**Layout detail**

Region (40, 64) to (80, 104) um. Cells in gray, sequential cells in the stronger gray; small squares are vias.
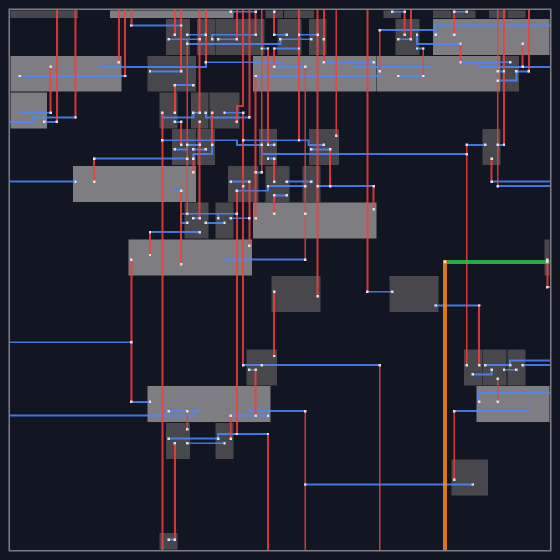
**The metal 2 layer**

(2 px per um) Cells faint in the background.
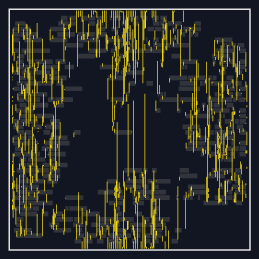
==> config.mk <==
export PLATFORM = sky130hd
export DESIGN_NAME = ma_lsu_initiator_flat
export DESIGN_NICKNAME = d
export VERILOG_FILES = /design/src/rtl/ma_lsu_initiator_if.sv /design/src/rtl/ma_lsu_initiator.sv /design/src/flat_wrapper.sv
export SDC_FILE = /design/constraint.sdc
export NUM_CORES = 1
export LEC_CHECK = 0
export CAP_MARGIN = 10
export CELL_PAD_IN_SITES_DETAIL_PLACEMENT = 0
export CELL_PAD_IN_SITES_GLOBAL_PLACEMENT = 2
export CORE_UTILIZATION = 25
export CTS_CLUSTER_SIZE = 10
export DETAILED_ROUTE_END_ITERATION = 8
export HOLD_SLACK_MARGIN = 0.02
export PLACE_DENSITY = 0.93
export SLEW_MARGIN = 20
export SYNTH_ARGS = -nofsm -noshare
export SYNTH_HDL_FRONTEND = slang
export SYNTH_SLANG_ARGS = --single-unit
export TNS_END_PERCENT = 5
==> constraint.sdc <==
create_clock -name clk -period 2.7 [get_ports clk]
set_input_delay 0.405 -clock clk [delete_from_list [all_inputs] [get_ports clk]]
set_output_delay 0.405 -clock clk [all_outputs]
set_load 0.01 [all_outputs]
==> ci_impl_report.md <==
## Synthesis and layout report

| Metric | Value |
|---|---|
| Status | complete, no violations |
| Proportion of cell area occupied by registers | 0.362 |
| DR WL met3 | 728 um |
| Most numerous logic cell after layout | clkdlybuf4s50_1 |
| RSZ-0062 raised after global routing | false |
| Fraction of layout cells with a size suffix above 1 | 0.155 |
| Log Warnings | approximately 48 |
| Pleak | approximately 2.4 nW |
| Latency at later pin | 0.33 ns |
| WP data required | 2.30 ns |
| CP max stage delay | 0.57 ns |
| Root buffer cell | clkbuf_16 |
| Met1 WL | around 3500 um |
| Number of buffers created by CTS | 9 |
| Fp_density | 0.259 |
| Worst vdd ir | approximately 0.36 mV |
| Largest family of logic cells by area | multiplexers |
| Startpoint types | flip-flop |
| R2r setup slk | slightly below 1 ns |
| Syn nets | a little under 400 |
| WS Path Type | flip-flop to primary output |
| Max cap viols | 0 |
| Yosys synthesis chip area | 0.00346 sq mm |
| Ports | 180 |
| Worst-path clk slew | ~0.06 ns |
| Buffering overhead | 0.296 |
| AND-OR/OR-AND share of the synthesized area | 0.0608 |
| Post-Syn Area per Cell | about 12 sq um |
| Hold/Removal Path Class | input pin to async pin |
| Die area | ~0.014 sq mm |
| Pre-Repair DR Iteration Count | 4 |
| Maximum clock frequency | a little over 400 MHz |
| Synth top area share | 0.571 |
| Hpwl dp | 5640 um |
| Crit. path cell count | 3 |
| Count leader, synth | dfrtp_1 |
| Synth Area in Simple Gates | 0.142 |
| Top cells by area | dfrtp_1, mux2_4, nand2_1 |
| Initial antenna violation count | 0 |
| I/O Buffers | between 150 and 200 |
| # Taps | between 150 and 200 |
| Slew margin rel. | 0.633 |
| Finish-stage setup viols | 0 |
| First-pass GRT wire length | 13300 um |
| Distinct cell type count after synthesis | 22 |
| GRT overflow | 0 |
| # clk buffers | 12 |
| First DRT Iteration DRCs | a little over 60 |
| Most instantiated cells after synthesis | dfrtp_1, nand2_1, mux2_4, and2_1, o21ai_0 |
| YS warnings | 0 |
Notes on 'layout detail' above:
color	layer
blue	metal 1
green	metal 3
orange	metal 4
red	metal 2
cells with their middle in the window	39
sequential cells in the window	9
most frequent	nand2_1 (13), dfrtp_1 (9), o21ai_0 (8)

Notes on 'the metal 2 layer' above:
nets with wire on the layer	432
main direction	vertical
longest straight run	43.5 um
wire length on this layer	3680 um
share of all routed wire	45%
met2 GRT Util: 0.189
via count: 2528

[power breakdown]
group | total [mW] | internal (mW) | switching [mW]
combinational | 1.21 | 0.762 | 0.452
sequential | 1.71 | 1.54 | 0.177
clock | 1.33 | 0.878 | 0.451
total | 4.26 | 3.18 | 1.08
[through the flow]
stage	cells	power, mW	hold WS [ns]	worst slack, ns	cell area [sq um]
4_1_cts	616	4.33	0.151	0.177	5470
6_report	616	4.26	0.131	0.241	5470
5_1_grt	616	4.52	0.157	0.0828	5470
3_5_place_dp	601	2.96	0.462	0.367	5130
2_1_floorplan	283	2.30	0.109	1.03	3460
3_3_place_gp	601	2.93	0.455	0.365	5130
No activity file was given, so power comes from the tool's default toggle rates.
